===== config.mk =====
export PLATFORM = sky130hd
export DESIGN_NAME = psum_drain_ctrl
export DESIGN_NICKNAME = d
export VERILOG_FILES = /design/src/rtl/psum_drain_ctrl.sv
export SDC_FILE = /design/constraint.sdc
export NUM_CORES = 1
export LEC_CHECK = 0
export ABC_AREA = 1
export CORE_UTILIZATION = 30
export DETAILED_ROUTE_END_ITERATION = 12
export GPL_TIMING_DRIVEN = 0
export SLEW_MARGIN = 20
export SYNTH_ARGS = -nofsm -noshare
export SYNTH_HDL_FRONTEND = slang
export SYNTH_SLANG_ARGS = --single-unit
export TNS_END_PERCENT = 20

===== constraint.sdc =====
create_clock -name i_clk -period 2.1 [get_ports i_clk]
set_input_delay 0.42 -clock i_clk [delete_from_list [all_inputs] [get_ports i_clk]]
set_output_delay 0.42 -clock i_clk [all_outputs]
set_load 0.02 [all_outputs]

===== src/rtl/psum_drain_ctrl.sv =====
// rtl/psum_drain_ctrl.sv - partial-sum drain controller at the output edge of the PE array
// Optional stall-cycle counter is enabled by defining PSUM_DRAIN_STALL_CNT_EN.
module psum_drain_ctrl #(
    parameter int DATA_WIDTH = 8,
    parameter int ROWS       = 4,
    parameter int COLS       = 4
) (
    input  logic                           i_clk,
    input  logic                           i_nrst,
    input  logic                           i_start,
    input  logic [ROWS*2*DATA_WIDTH-1:0]   i_ofmap,
    output logic                           o_psum_out_en,
    output logic                           o_reg_clear,
    output logic [ROWS*2*DATA_WIDTH-1:0]   o_data,
    output logic [$clog2(COLS):0]          o_col_idx,
    output logic                           o_valid,
    input  logic                           i_ready,
    output logic                           o_busy,
    output logic                           o_done
`ifdef PSUM_DRAIN_STALL_CNT_EN
    ,
    output logic [15:0]                    o_stall_cnt
`endif
);
    localparam int W  = ROWS * 2 * DATA_WIDTH;
    localparam int CW = $clog2(COLS) + 1;
    localparam logic [CW-1:0] LAST_COL = CW'(COLS - 1);

    typedef enum logic [1:0] {S_IDLE, S_DRAIN, S_FLUSH, S_DONE} state_t;

    state_t        state_q;
    logic [CW-1:0] cap_cnt_q;
    logic [W-1:0]  data_q;
    logic [CW-1:0] col_idx_q;
    logic          valid_q;

    logic can_cap;
    logic capture;
    logic accept;

    // The output register is a single slot: capture only when it is empty or draining now.
    assign can_cap = !valid_q || i_ready;
    assign capture = (state_q == S_DRAIN) && can_cap;
    assign accept  = valid_q && i_ready;

    // The chain shifts on the same edge that captures, so the next column arrives next cycle.
    assign o_psum_out_en = capture && (cap_cnt_q < LAST_COL);
    assign o_reg_clear   = (state_q == S_DONE);
    assign o_done        = (state_q == S_DONE);
    assign o_busy        = (state_q != S_IDLE);
    assign o_data        = data_q;
    assign o_col_idx     = col_idx_q;
    assign o_valid       = valid_q;

    always_ff @(posedge i_clk or negedge i_nrst) begin
        if (!i_nrst) begin
            state_q   <= S_IDLE;
            cap_cnt_q <= '0;
            data_q    <= '0;
            col_idx_q <= '0;
            valid_q   <= 1'b0;
        end else begin
            if (accept) begin
                valid_q <= 1'b0;
            end
            case (state_q)
                S_IDLE: begin
                    if (i_start) begin
                        state_q   <= S_DRAIN;
                        cap_cnt_q <= '0;
                    end
                end
                S_DRAIN: begin
                    if (can_cap) begin
                        data_q    <= i_ofmap;
                        col_idx_q <= cap_cnt_q;
                        valid_q   <= 1'b1;
                        cap_cnt_q <= cap_cnt_q + 1'b1;
                        if (cap_cnt_q == LAST_COL) begin
                            state_q <= S_FLUSH;
                        end
                    end
                end
                S_FLUSH: begin
                    if (accept) begin
                        state_q <= S_DONE;
                    end
                end
                S_DONE: begin
                    state_q <= S_IDLE;
                end
                default: begin
                    state_q <= S_IDLE;
                end
            endcase
        end
    end

`ifdef PSUM_DRAIN_STALL_CNT_EN
    logic [15:0] stall_cnt_q;
    logic [15:0] stall_cnt_d;

    always_comb begin
        stall_cnt_d = stall_cnt_q;
        if (state_q == S_IDLE) begin
            if (i_start) begin
                stall_cnt_d = '0;
            end
        end else if (valid_q && !i_ready && (stall_cnt_q != 16'hFFFF)) begin
            stall_cnt_d = stall_cnt_q + 16'd1;
        end
    end

    always_ff @(posedge i_clk or negedge i_nrst) begin
        if (!i_nrst) begin
            stall_cnt_q <= '0;
        end else begin
            stall_cnt_q <= stall_cnt_d;
        end
    end

    assign o_stall_cnt = stall_cnt_q;
`endif

endmodule


==> run_1/congestion_map.png <==
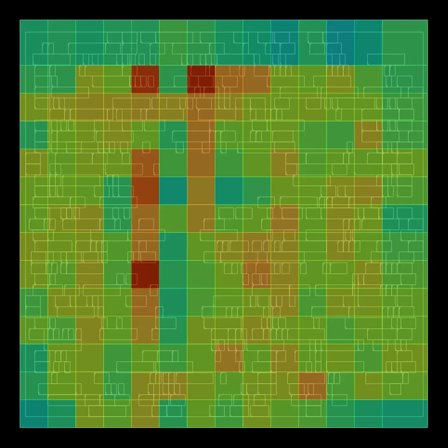
gr usage total: 15.1%
post-layout util: 50.7%
wire length per cell: 11.6 µm
met2 GRT Util: 25.2%

==> run_1/class_map.png <==
Bar = 20 µm.
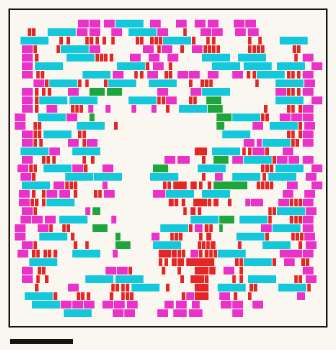
Key: green = clock drivers and dummy loads [cells 16, share of their area 4.3%]; cyan = sequential cells [cells 73, share of their area 40%]; red = remaining logic cells [cells 248, share of their area 23%]; magenta = remaining buffers and delay cells [cells 158, share of their area 33%]

==> run_1/route_heat.png <==
Bar = 20 µm. 20 x 20 tiles, from dark purple (low) to yellow (high), scaled to the fullest tile. Values are wire area over tile area, all layers added.
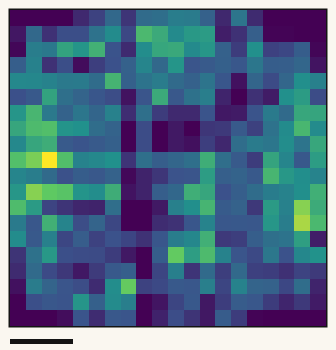
17% of the tiles are over half the peak. The fullest tile reaches 0.38. 9.2% of the tiles are nearly empty. The densest ninth of the die: west. The mean over all tiles is 0.12.

==> run_1/port_trees.png <==
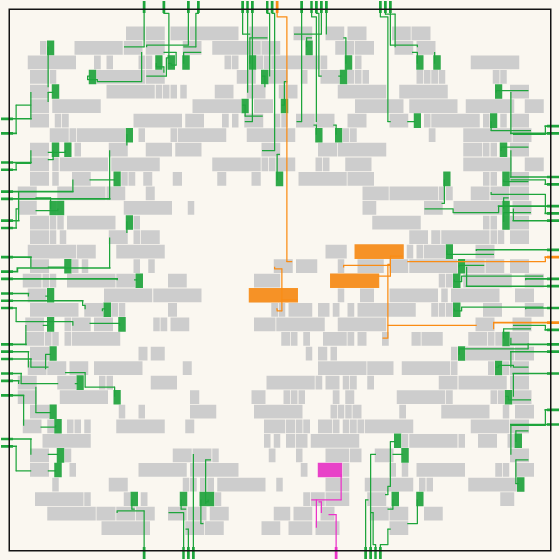
Key: green = i_ofmap [bits 64, direction input, edge 22 west, 17 east, 17 north, 8 south, end cells 64, buffers 64, wire 1,070 µm]; magenta = o_reg_clear [bits 1, direction output, edge south, end cells 1, buffers 2, wire 25.6 µm]; orange = o_col_idx [bits 3, direction output, edge 2 east, 1 north, end cells 3, buffers 3, wire 151 µm]

==> flow_summary_export.csv, run 1 <==
group,metric,value,unit
run_status,outcome,"finished clean",
yosys,synthArstFlopShare,100,%
clocking,cts_root_buffer,"clkbuf_8",
yosys,ys.flops,73,
setup_path,path_cells,"inv_2 -> ha_4 -> nand2_4 -> buf_6 -> nor2_2 -> nor2_1 -> nor2_1 -> buf_4",
place,dp_slack,-0.599,ns
detailed_routing,drt-met1-wl,3170,µm
global_routing,gr-max-usage-layer,"met2",
die,die_y,101,µm
pwr,combPwrFrac,53.3,%
yosys,ys_chip_area,2940,µm²
timing,fin_skew,0.00603,ns
place,hpwl,5220,µm
yosys,synth-xor-area-share,0,%
setup_path,worstSetupPathDepth,8,
detailed_routing,wl_met2,3370,µm
min_path,hold_class,"input port to async pin",
detailed_routing,drtIter0Drc,84,
yosys,ys_cells,336,
clocking,clock_path_buffers,2,
timing,rsz0062_at_grt,"false",
finish,nClkBuffers,11,
finish,diodes,0,
yosys,ys_sh_adder,2.98,%
setup_path,cp.arrival,1.57,ns
setup_path,cp.required,1.68,ns
finish,comb_share,21.1,%
yosys,common_cells,"nand2_1, dfrtp_1, buf_2, nor2_1, inv_1",
detailed_routing,dr.pass1.iters,4,
global_routing,grt_use_met1,17.8,%
finish,fin_area,4750,µm²
yosys,ys_seq_share,62.2,%
pwr,powerClk,1080,µW
yosys,most_common_cell,"nand2_1",
flow_run,cap_violations,0,
==> run_1/sizing.png <==
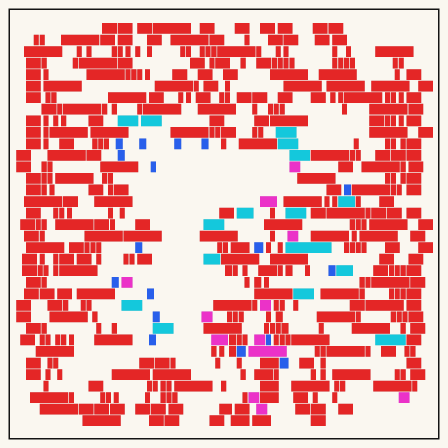

==> run 1 -> run 2 <==
--- a/config.mk
+++ b/config.mk
@@ -9,6 +9,7 @@
 export CORE_UTILIZATION = 30
 export DETAILED_ROUTE_END_ITERATION = 12
 export GPL_TIMING_DRIVEN = 0
+export REMOVE_ABC_BUFFERS = 1
 export SLEW_MARGIN = 20
 export SYNTH_ARGS = -nofsm -noshare
 export SYNTH_HDL_FRONTEND = slang
==> run_2/sizing.png <==
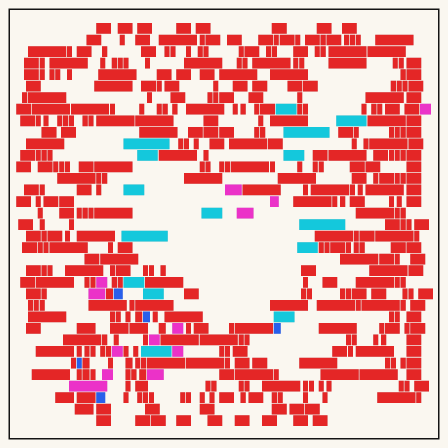
Key: cyan = x6 and larger [cells 15, share 3.1%]; magenta = x3 and x4 [cells 13, share 2.7%]; red = x1 and smaller [cells 451, share 93%]; blue = x2 [cells 5, share 1.0%]

==> run_2/congestion_map.png <==
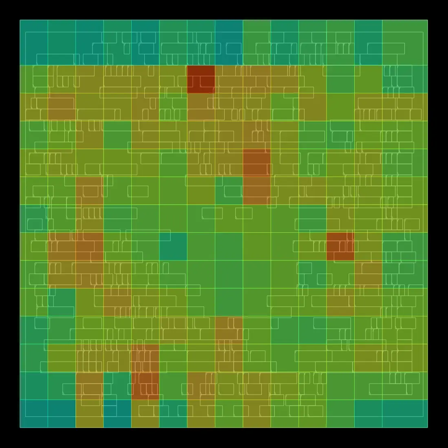
GRT Max-Usage Layer: met2
M1 GR Usage: 21.2%
post-layout util: 50.8%
wire length per cell: 12.9 µm
met2 GRT Util: 25.2%

==> run_2/route_heat.png <==
Bar = 20 µm. 20 x 20 tiles, from dark purple (low) to yellow (high), scaled to the fullest tile. Values are wire area over tile area, all layers added.
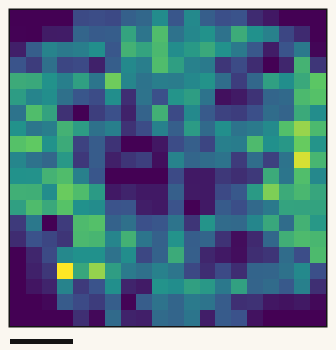
24% of the tiles are over half the peak. 8.7% of the tiles are nearly empty. The fullest tile reaches 0.37. The mean over all tiles is 0.12.

==> run 2 against run 1 <==
Flip-flop count unchanged. Synthesized area is the same. Global-route usage rose by 0.96 points. Register-to-register slack got worse by 0.38 ns. Clock power increased by 31%. Design area increased by 0.21%. Core utilization increased by 0.11 points. Fmax shrank 0.32%. Largest cell class unchanged. Largest power group unchanged.
==> flow_summary_export.csv, run 2 <==
group,metric,value,unit
min_path,hold_class,"input port to async pin",
detailed_routing,drt_wl_total,7880,µm
yosys,common_cells,"nand2_1, dfrtp_1, buf_2, nor2_1, inv_1",
clocking,clock_path_buffers,2,
place,dp_slack,-0.907,ns
yosys,ys_sh_adder,2.98,%
setup_path,cp_slowest_stage_delay,0.60,ns
yosys,synth-xor-area-share,0,%
pwr,powerComb,4020,µW
yosys,ys_seq_share,62.2,%
finish,fin_area,4760,µm²
setup_path,cp.arrival,1.58,ns
yosys,ys_chip_area,2940,µm²
setup_path,cp.required,1.68,ns
global_routing,grt_usage,16.1,%
yosys,ys_cells,336,
pwr,seq_power_share,31.1,%
setup_path,path_cells,"ha_1 -> clkdlybuf4s50_1",
detailed_routing,dr.pass1.iters,4,
timing,fin_skew,0.00716,ns
die,die_area,10200,µm²
die,die_y,101,µm
finish,diodes,0,
detailed_routing,wl_met2,3620,µm
detailed_routing,drt-met1-wl,3580,µm
detailed_routing,drtIter0Drc,63,
finish,nClkBuffers,10,
yosys,synthArstFlopShare,100,%
yosys,ys.flops,73,
flow_run,cap_violations,0,
place,hpwl,4890,µm
finish,comb_share,21.8,%
clocking,cts_root_buffer,"clkbuf_8",
run_status,outcome,"finished clean",
timing,rsz0062_at_grt,"false",
pwr,powerClk,1420,µW
pwr,combPwrFrac,50.9,%
yosys,most_common_cell,"nand2_1",
==> run_2/port_trees.png <==
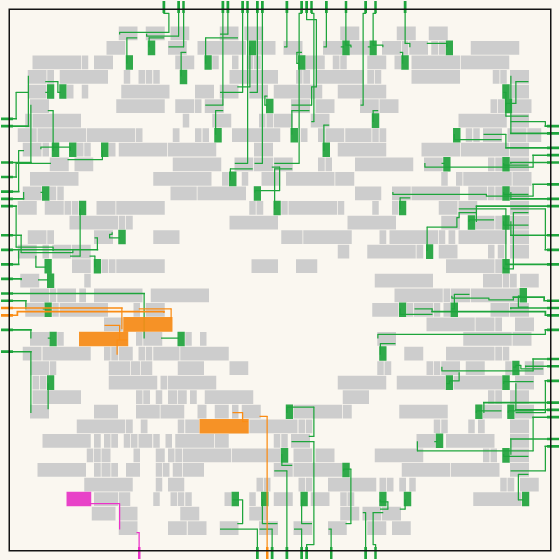

==> run 2 -> run 3 <==
--- a/config.mk
+++ b/config.mk
@@ -6,10 +6,12 @@
 export NUM_CORES = 1
 export LEC_CHECK = 0
 export ABC_AREA = 1
-export CORE_UTILIZATION = 30
+export CELL_PAD_IN_SITES_DETAIL_PLACEMENT = 1
+export CELL_PAD_IN_SITES_GLOBAL_PLACEMENT = 2
+export CORE_UTILIZATION = 22
 export DETAILED_ROUTE_END_ITERATION = 12
 export GPL_TIMING_DRIVEN = 0
-export REMOVE_ABC_BUFFERS = 1
+export PLACE_DENSITY_LB_ADDON = 0.1
 export SLEW_MARGIN = 20
 export SYNTH_ARGS = -nofsm -noshare
 export SYNTH_HDL_FRONTEND = slang
==> run_3/port_trees.png <==
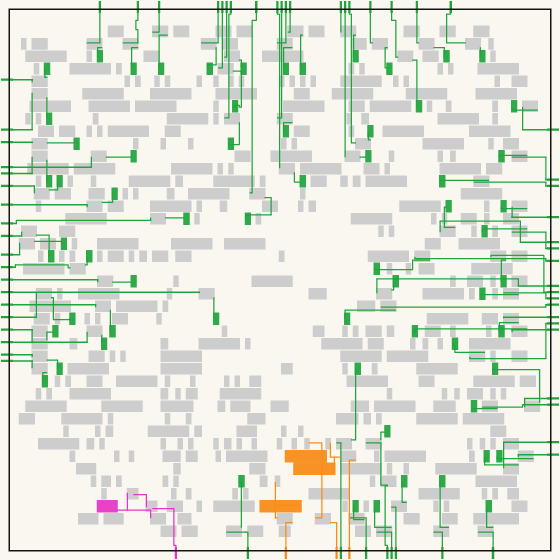
Key: green = i_ofmap [bits 64, direction input, edge 19 north, 19 west, 18 east, 8 south, end cells 64, buffers 64, wire 1,410 µm]; orange = o_col_idx [bits 3, direction output, edge south, end cells 3, buffers 3, wire 76.8 µm]; magenta = o_reg_clear [bits 1, direction output, edge south, end cells 1, buffers 2, wire 32.0 µm]

==> run_3/sizing.png <==
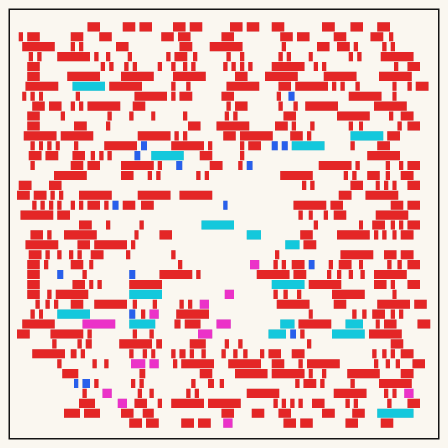
Key: red = x1 and smaller [cells 451, share 91%]; blue = x2 [cells 16, share 3.2%]; cyan = x6 and larger [cells 16, share 3.2%]; magenta = x3 and x4 [cells 13, share 2.6%]

==> run_3/congestion_map.png <==
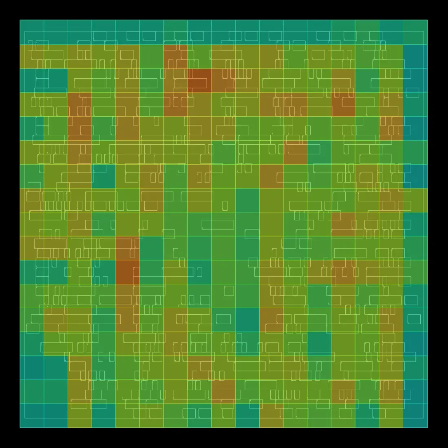
gr usage total: 13.7%
met2 GRT Util: 20.8%

==> run 3 against run 2 <==
Hold slack better by 0.011 ns. Synthesized area stayed put. Setup slack better by 0.0033 ns. Sequential share of layout area is 1.2 points lower. Highest routed layer unchanged. Cell count is 9.0% higher. Flip-flop count stayed put. Critical path depth stayed put. Core utilization is 13 points lower.
==> flow_summary_export.csv, run 3 <==
group,metric,value,unit
run_status,outcome,"finished clean",
pwr,combPwrFrac,51.6,%
setup_path,path_cells,"ha_1 -> clkdlybuf4s50_1",
finish,diodes,0,
yosys,ys_cells,336,
yosys,ys_sh_adder,2.98,%
setup_path,r2r_cells,9,
yosys,edf_count,0,
finish,largest_reg_flops,64,
pwr,powerComb,4150,µW
yosys,most_common_cell,"nand2_1",
timing,worst_pin_slew,0.479,ns
pwr,powerClk,1420,µW
place,dp_slack,-0.636,ns
finish,area_growth,67.3,%
timing,fin_skew,0.00464,ns
finish,nClkBuffers,13,
detailed_routing,drtIter0Drc,123,
clocking,clock_path_buffers,2,
setup_path,cp.arrival,1.57,ns
clocking,cts_root_buffer,"clkbuf_16",
yosys,synth-xor-area-share,0,%
yosys,ys_chip_area,2940,µm²
die,die_y,118,µm
global_routing,grt_use_met1,17.1,%
detailed_routing,drt-met1-wl,3900,µm
detailed_routing,dr.pass1.iters,4,
setup_path,cp_slowest_stage_delay,0.60,ns
yosys,ys.flops,73,
detailed_routing,wl_met2,4100,µm
yosys,synthArstFlopShare,100,%
detailed_routing,drt_wl_total,8900,µm
finish,logic_area,1020,µm²
yosys,ys_seq_share,62.2,%
place,hpwl,6410,µm
setup_path,worstSetupPathType,"flip-flop to output pin",
finish,comb_share,20.8,%
finish,fin_area,4910,µm²
die,die_area,13800,µm²
setup_path,crit_path_start_kind,"flip-flop",
setup_path,cp.required,1.68,ns
detailed_routing,drt-wirelength-per-cell,13.3,µm
pwr,seq_power_share,30.7,%
finish,fin_util,38.3,%
Power is estimated from default activity; no workload was simulated.
